Figure 1. Floorplan with the power grid (run 1).
The bar under the picture is 50 µm long. Pins as bars on the die edge. Tap cells in grey.
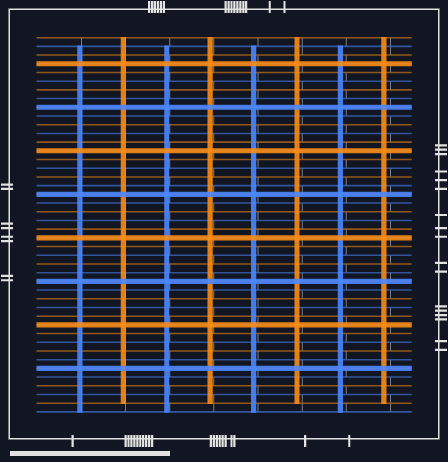
Figure 2. Metal layers overlaid (run 1).
The bar under the picture is 50 µm long. Only two layers are drawn.
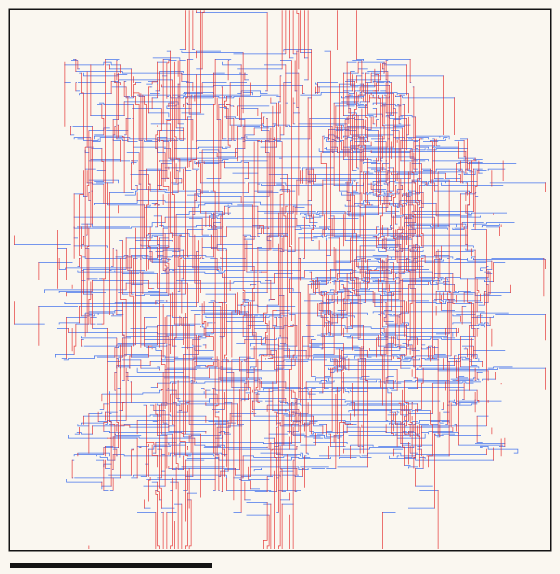
Figure 3. Placement by cell class (run 1).
The bar under the picture is 50 µm long.
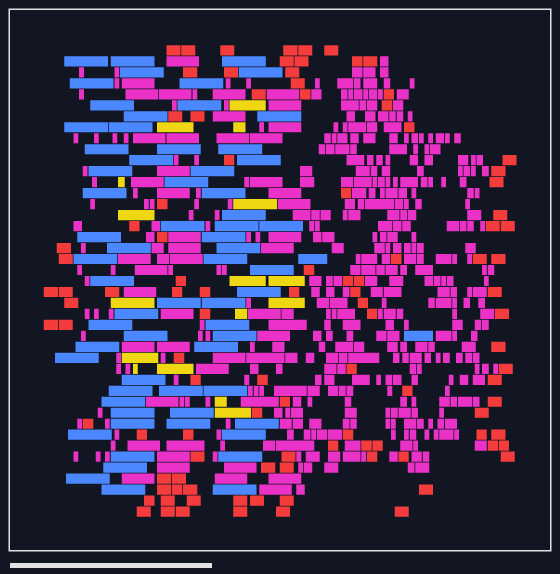
Figure 4. Clock distribution (run 1).
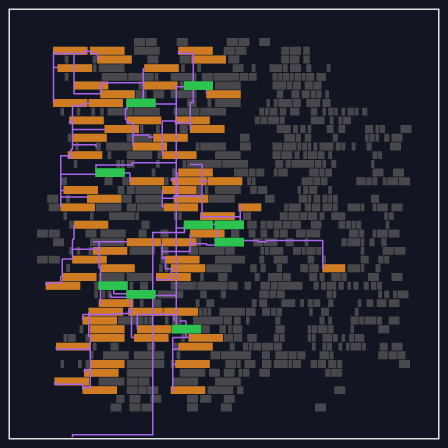
===== config.mk =====
export PLATFORM = sky130hd
export DESIGN_NAME = register_bank
export DESIGN_NICKNAME = d
export VERILOG_FILES = /design/src/rtl/register_bank.sv
export SDC_FILE = /design/constraint.sdc
export NUM_CORES = 1
export LEC_CHECK = 0
export CAP_MARGIN = 20
export CORE_MARGIN = 8
export CORE_UTILIZATION = 40
export DETAILED_ROUTE_END_ITERATION = 16
export PLACE_DENSITY = 0.57
export SETUP_SLACK_MARGIN = 0.02
export SYNTH_ARGS = -nofsm -noshare
export SYNTH_HDL_FRONTEND = slang
export SYNTH_SLANG_ARGS = --single-unit
export TNS_END_PERCENT = 30

===== constraint.sdc =====
create_clock -name clk -period 4.5 [get_ports clk]
set_clock_uncertainty 0.2 [all_clocks]
set_input_delay 0.45 -clock clk [delete_from_list [all_inputs] [get_ports clk]]
set_output_delay 0.45 -clock clk [all_outputs]
set_load 0.005 [all_outputs]

===== src/rtl/register_bank.sv =====
//==============================================================================
// Module      : register_bank
// Description : Parametrised bank of NRegs registers, NBits wide. One register
//               per clock is cleared, loaded, decremented, incremented,
//               shifted, rotated through carry or half-loaded. Carry and zero
//               status flags are kept. Two independent combinational read
//               ports are provided.
//
// Ports       : clk     - clock, all state changes on rising edge
//               rst     - synchronous active-high reset (overrides e)
//               e       - operation enable
//               wsel    - target register of the operation
//               funsel  - function code
//               i       - load data
//               rsel_a  - read port A select
//               rsel_b  - read port B select
//               qa, qb  - contents of the selected registers
//               cflag   - carry/borrow/shifted-out bit of last flag-updating op
//               zflag   - 1 when the last executed op left the target at 0
//
// Options     : REGISTER_BANK_SAT_EN - when defined, increment and decrement
//               saturate at all-ones / zero instead of wrapping.
//
// Revision    : 1.0 - initial release
//==============================================================================
`default_nettype none

module register_bank #(
    parameter int NBits = 16,
    parameter int NRegs = 4,
    parameter int ABits = 2
) (
    input  logic             clk,
    input  logic             rst,
    input  logic             e,
    input  logic [ABits-1:0] wsel,
    input  logic [2:0]       funsel,
    input  logic [NBits-1:0] i,
    input  logic [ABits-1:0] rsel_a,
    input  logic [ABits-1:0] rsel_b,
    output logic [NBits-1:0] qa,
    output logic [NBits-1:0] qb,
    output logic             cflag,
    output logic             zflag
);

    localparam logic [2:0] c_FN_CLR  = 3'b000;
    localparam logic [2:0] c_FN_LD   = 3'b001;
    localparam logic [2:0] c_FN_DEC  = 3'b010;
    localparam logic [2:0] c_FN_INC  = 3'b011;
    localparam logic [2:0] c_FN_SHL  = 3'b100;
    localparam logic [2:0] c_FN_SHR  = 3'b101;
    localparam logic [2:0] c_FN_ROL  = 3'b110;
    localparam logic [2:0] c_FN_LDLO = 3'b111;

    localparam int             c_HALF = NBits / 2;
    localparam logic [NBits-1:0] c_ZERO = '0;
    localparam logic [NBits-1:0] c_ONES = '1;
    localparam logic [NBits-1:0] c_ONE  = NBits'(1);

    logic [NBits-1:0] r_regs [NRegs];
    logic             r_cflag;
    logic             r_zflag;

    logic [NBits-1:0] w_old;
    logic [NBits-1:0] w_new;
    logic             w_cnew;
    logic             w_is_zero;
    logic             w_is_ones;

    // Current value of the target register; the op is computed from it.
    assign w_old     = r_regs[wsel];
    assign w_is_zero = (w_old == c_ZERO);
    assign w_is_ones = (w_old == c_ONES);

    always_comb begin
        w_new  = w_old;
        w_cnew = r_cflag;
        case (funsel)
            c_FN_CLR: begin
                w_new  = c_ZERO;
                w_cnew = 1'b0;
            end
            c_FN_LD: begin
                w_new  = i;
            end
            c_FN_DEC: begin
`ifdef REGISTER_BANK_SAT_EN
                w_new  = w_is_zero ? c_ZERO : (w_old - c_ONE);
`else
                w_new  = w_old - c_ONE;
`endif
                w_cnew = w_is_zero;
            end
            c_FN_INC: begin
`ifdef REGISTER_BANK_SAT_EN
                w_new  = w_is_ones ? c_ONES : (w_old + c_ONE);
`else
                w_new  = w_old + c_ONE;
`endif
                w_cnew = w_is_ones;
            end
            c_FN_SHL: begin
                w_new  = {w_old[NBits-2:0], 1'b0};
                w_cnew = w_old[NBits-1];
            end
            c_FN_SHR: begin
                w_new  = {1'b0, w_old[NBits-1:1]};
                w_cnew = w_old[0];
            end
            c_FN_ROL: begin
                // Carry-in is the flag as registered before this edge.
                w_new  = {w_old[NBits-2:0], r_cflag};
                w_cnew = w_old[NBits-1];
            end
            c_FN_LDLO: begin
                w_new  = {w_old[NBits-1:c_HALF], i[c_HALF-1:0]};
            end
            default: begin
                w_new  = w_old;
                w_cnew = r_cflag;
            end
        endcase
    end

    always_ff @(posedge clk) begin
        if (rst) begin
            for (int k = 0; k < NRegs; k++) begin
                r_regs[k] <= c_ZERO;
            end
            r_cflag <= 1'b0;
            r_zflag <= 1'b0;
        end else if (e) begin
            r_regs[wsel] <= w_new;
            r_cflag      <= w_cnew;
            r_zflag      <= (w_new == c_ZERO);
        end
    end

    // Reads come straight from registered state; no write-to-read bypass.
    assign qa    = r_regs[rsel_a];
    assign qb    = r_regs[rsel_b];
    assign cflag = r_cflag;
    assign zflag = r_zflag;

endmodule

`default_nettype wire


==> results.sh, run 1 <==
# flow metrics
export IMPL_area_share_clock_buf_inv=0.04678
export IMPL_stage_log_warnings=26
export IMPL_maxCapViolations=0
export IMPL_cts_resized_gates=0
export IMPL_outcome="finished, final reports clean"
export IMPL_setup_ws_ns=0.3383
export IMPL_synth_xor_xnor_area_share=0.01421
export IMPL_edf_count=64
export IMPL_synth_seq_cells=66
export IMPL_routed_wirelength_mm=17.86
export IMPL_hp_start="zflag"
export IMPL_crit_required_ns=4.37
export IMPL_clk_pin_slew_ns=0.06
export IMPL_cts_tree="built"
export IMPL_fin_util=0.4991
export IMPL_io_buffers=61
export IMPL_r2r_end="r_regs[2][15]"
export IMPL_power_density_nw_per_um2=322.5
export IMPL_worstReg2RegStart="r_regs[3][6]"
export IMPL_largest_class="combinational gates"
export IMPL_ant_nets=0
export IMPL_floorplan_core_util=0.4044
export IMPL_start_kind="input pin"
export IMPL_logic_family="multiplexers"
export IMPL_gr_total_overflow=0
export IMPL_clock_fmax_mhz=240.3
export IMPL_wl_per_cell_um=22.38
export IMPL_drtIter0Drc=557
export IMPL_area_leaders="edfxtp_1 35%, mux4_2 18%, nor2_1 6.3%"
export IMPL_ios=62
export IMPL_insertion_delay_ns=0.33
export IMPL_layout_top_cells="93 x nor2_1, 64 x edfxtp_1, 61 x clkdlybuf4s50_1"
export IMPL_logic_gates=418
export IMPL_worstSetupPathType="input pin to flip-flop"
export IMPL_htreeDepth=3
export IMPL_fin_cells=798
export IMPL_fin_crit_sh=0.9248
export IMPL_core_um2=13720
export IMPL_flop_count=66
export IMPL_top_area_cell="edfxtp_1"
export IMPL_layout_nets=654
export IMPL_critPathLaunch="wsel[0]"
export IMPL_setup_viol=0
export IMPL_layout_top_cell="nor2_1"
export IMPL_inverters=14
export IMPL_antenna_cells=0
export IMPL_cts_hold_repair_buffers=0
export IMPL_ys_cells=541
export IMPL_synth_main_ff_cell="edfxtp_1"
export IMPL_crit_fanout=16
export IMPL_synth_cell_types=71
export IMPL_synthCells=541
export IMPL_cts_root_buf="clkbuf_16"
export IMPL_ff2ff_setup_slack_ns=0.85
export IMPL_cp_arrival_ns=4.03
## Picture notes: Figure 1
- VSS: blue
- VDD: orange
- signal pins: 62
- met1 rails: 44
- tap cells: 180
- met4 straps: 8
- met5 straps: 8

## Picture notes: Figure 2
- M1: blue (wire length 7,700 µm)
- M2: red (wire length 8,480 µm)

## Picture notes: Figure 3
- clock drivers and dummy loads: yellow (cells 16)
- sequential cells: blue (cells 66)
- remaining buffers and delay cells: red (cells 104)
- remaining logic cells: magenta (cells 432)
fin area: 6848 µm²
Rows: 43

## Picture notes: Figure 4
- clock wires: purple (length 913 µm)
- clock-net drivers: green (count 9)
- flip-flops: orange (count 66)
- routed clock nets: 10

## run 1: routing by layer
metal	vias up	GRT usage	share of wire
li1	2263	-	-
met1	2422	0.2720	0.43
met2	208	0.3105	0.47
met3	27	0.03441	0.074
met4	0	0.06488	0.020
met5	-	0	0
## run 1: cell families after synthesis
| logic type | after synthesis |
|---|---|
| AND-OR/OR-AND | 119 |
| buffers and inverters | 57 |
| flip-flops | 66 |
| AND/OR/NAND/NOR | 216 |
| adder cells (fa/ha/maj) | 13 |
| multiplexers | 61 |
| XOR/XNOR | 9 |
## run 1: flip-flops by register name (all words and copies together), names as in the netlist
name,count
r_regs,64
cflag,1
zflag,1
## run 1: cell usage after synthesis, types with 3 or more instances
master / count
a21o_1: 7
a21oi_1: 32
a221oi_1: 5
a311oi_1: 3
a31oi_1: 7
and2_1: 5
and3_1: 4
and3b_1: 4
buf_1: 5
buf_2: 8
clkbuf_1: 29
edfxtp_1: 64
ha_1: 13
inv_1: 12
mux2i_1: 11
mux4_1: 5
mux4_2: 44
nand2_1: 42
nand2b_1: 6
nand3_1: 17
nand4_1: 7
nor2_1: 93
nor3_1: 13
nor3b_1: 4
nor4_1: 6
o21a_1: 3
o21ai_0: 19
o31a_1: 4
o31ai_1: 3
or3_1: 4
xnor2_1: 7
## run 1: critical path: stages
cell,delay (ns)
clkdlybuf4s50_1,0.59
buf_4,0.28
mux4_2,0.58
xnor2_1,0.15
ha_1,0.26
and3b_1,0.21
a21oi_1,0.18
nand3_1,0.13
o21ai_2,0.32
o21bai_1,0.14
xor2_1,0.17
a221oi_1,0.32
buf_4,0.20
nor2_1,0.05
## run 1: power by group
part           internal (mW)  switching, mW  total [mW]
Clock                  0.487          0.265       0.752
Sequential             0.716         0.0309       0.747
Combinational          0.333          0.376       0.709
Total                   1.54          0.672        2.21
==> run 1 -> run 2 <==
--- a/config.mk
+++ b/config.mk
@@ -9,6 +9,7 @@
 export CORE_MARGIN = 8
 export CORE_UTILIZATION = 40
 export DETAILED_ROUTE_END_ITERATION = 16
+export MAX_ROUTING_LAYER = met4
 export PLACE_DENSITY = 0.57
 export SETUP_SLACK_MARGIN = 0.02
 export SYNTH_ARGS = -nofsm -noshare
==> constraint.sdc (replaced) <==
create_clock -name clk -period 4 [get_ports clk]
set_clock_uncertainty 0.2 [all_clocks]
set_input_delay 0.4 -clock clk [delete_from_list [all_inputs] [get_ports clk]]
set_output_delay 0.4 -clock clk [all_outputs]
set_load 0.005 [all_outputs]
Figure 5. Placement by cell class (run 2).
The bar under the picture is 50 µm long.
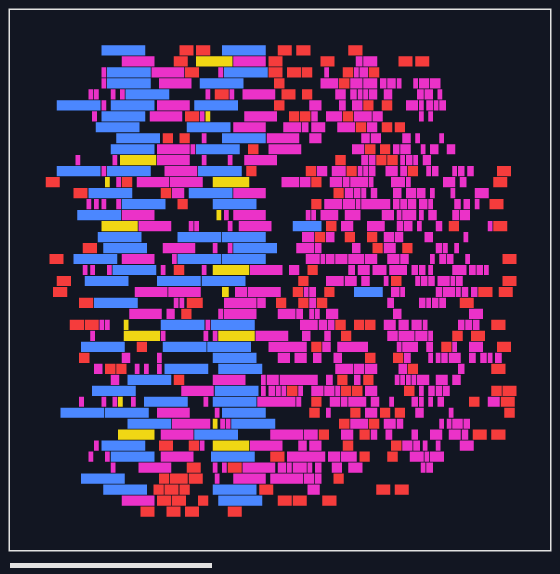
- sequential cells: blue (cells 66)
- remaining logic cells: magenta (cells 432)
- remaining buffers and delay cells: red (cells 155)
- clock drivers and dummy loads: yellow (cells 16)
register fraction of the total cell area: 0.2734
Core Box Area: 13,720 µm²
fin area: 7176 µm²
Final Core Density: 0.5230

==> run 2 against run 1 <==
  * Utilization increased by 2.4 points
  * Setup slack got worse by 0.074 ns
  * Wire length increased by 0.53%
  * Highest routed layer unchanged
==> results.sh, run 2 <==
# flow metrics
export IMPL_mux_share=0.2242
export IMPL_drtIter0Drc=579
export IMPL_synth_async_reset_ratio=0
export IMPL_top_area_cell="edfxtp_1"
export IMPL_layout_top_cells="93 x nor2_1, 93 x buf_4, 64 x edfxtp_1"
export IMPL_synth_cell_types=71
export IMPL_layout_nets=705
export IMPL_synth_seq_cells=66
export IMPL_synth_area_yosys_um2=5548
export IMPL_clk_pin_slew_ns=0.05
export IMPL_gr_total_overflow=0
export IMPL_cts_resized_gates=0
export IMPL_edf_count=64
export IMPL_crit_required_ns=4.05
export IMPL_routed_wirelength_mm=17.96
export IMPL_floorplan_core_util=0.4044
export IMPL_clock_fmax_mhz=267.7
export IMPL_outcome="finished, final reports clean"
export IMPL_start_kind="input pin"
export IMPL_setup_viol=0
export IMPL_fin_cells=849
export IMPL_cp_arrival_ns=3.78
export IMPL_leakage_nw=2.757
export IMPL_setup_ws_ns=0.2641
export IMPL_most_common_cell="nor2_1"
export IMPL_crit_fanout=3
export IMPL_netlist_top_cells_count="93 x nor2_1, 64 x edfxtp_1, 44 x mux4_2, 42 x nand2_1, 32 x a21oi_1"
export IMPL_stage_log_warnings=26
export IMPL_power_density_nw_per_um2=335.2
export IMPL_ys_cells=541
export IMPL_htreeDepth=3
export IMPL_antenna_cells=0
export IMPL_maxCapViolations=0
export IMPL_area_leaders="edfxtp_1 35%, mux4_2 18%, nor2_1 6.3%"
export IMPL_cts_hold_repair_buffers=0
export IMPL_worstSetupPathType="input pin to flip-flop"
export IMPL_die_h_um=133.8
export IMPL_insertion_delay_ns=0.33
export IMPL_cts_tree="built"
export IMPL_syn_nets=582
export IMPL_fin_crit_sh=0.9340
export IMPL_drive_gt1_frac=0.2451
export IMPL_largest_reg_flops=64
export IMPL_synthCells=541
export IMPL_synth_xor_xnor_area_share=0.01421
export IMPL_synth_main_ff_cell="edfxtp_1"
export IMPL_grt_pass1_vias=5090
export IMPL_synth_area_per_cell_um2=10.25
export IMPL_cts_root_buf="clkbuf_16"
export IMPL_logic_family="multiplexers"
export IMPL_ios=62
export IMPL_setup_tns_final_ns=0
export IMPL_ant_nets=0
export IMPL_wl_per_cell_um=21.15
export IMPL_rows=43
export IMPL_synth_warnings=0
export IMPL_io_buffers=61
export IMPL_regMostFlops="r_regs"
run 2: netlist changes by cell type in the layout (fill, tap and decap cells not counted), moves of 2 or more:
cell and delta:
buf_4 +50, clkinv_1 +5, clkinv_4 -3, bufinv_16 -2
run 2: final cells by class:
class,count,area [µm²],area share
clock buffers,10,229.0,0.03191
repair buffers,155,1323,0.1843
flip-flops and latches,66,1962,0.2734
clock inverters,6,23.77,0.003313
well taps,180,225.2,0.03139
multi-input cells,418,3361,0.4684
inverters,14,52.55,0.007323
run 2: kinds of logic after synthesis:
group	Yosys count
AOI/OAI and AO/OA	119
xor gates and xnor gates	9
adders and majority gates	13
buffers and inverters	57
DFF	66
muxes	61
and+or+nand+nor	216
run 2: path summary, 6_finish.rpt:
kind              slack [ns]  cells past startpoint     to         start
setup / recovery        0.26                     14  zflag       wsel[1]
hold / removal          0.32                      2  zflag         zflag
setup reg to reg        0.33                     13  zflag  r_regs[2][6]
hold reg to reg         0.32                      2  zflag         zflag
run 2: per-layer routing:
layer	track usage	routed length [µm]	part of all wire
met2	0.3362	8649	0.48
met5	-	0	0
met1	0.2550	7778	0.43
met3	0.03216	1194	0.066
met4	0.06862	334	0.019
run 2: where the power goes:
group / switching (mW) / total, mW / internal [mW]
sequential: 0.0356 / 0.842 / 0.807
clock: 0.268 / 0.675 / 0.407
combinational: 0.441 / 0.888 / 0.447
total: 0.745 / 2.41 / 1.66
run 2: worst max-delay path, stage by stage:
cell             delay, ns
clkdlybuf4s50_1       0.56
mux4_2                0.37
ha_1                  0.32
a21oi_1               0.08
or4_1                 0.41
o311a_1               0.16
a32oi_1               0.17
buf_4                 0.15
mux2i_1               0.25
nand3_1               0.12
nor4_1                0.35
buf_4                 0.17
nand4_1               0.10
o31ai_2               0.20
No activity file was given, so power comes from the tool's default toggle rates.
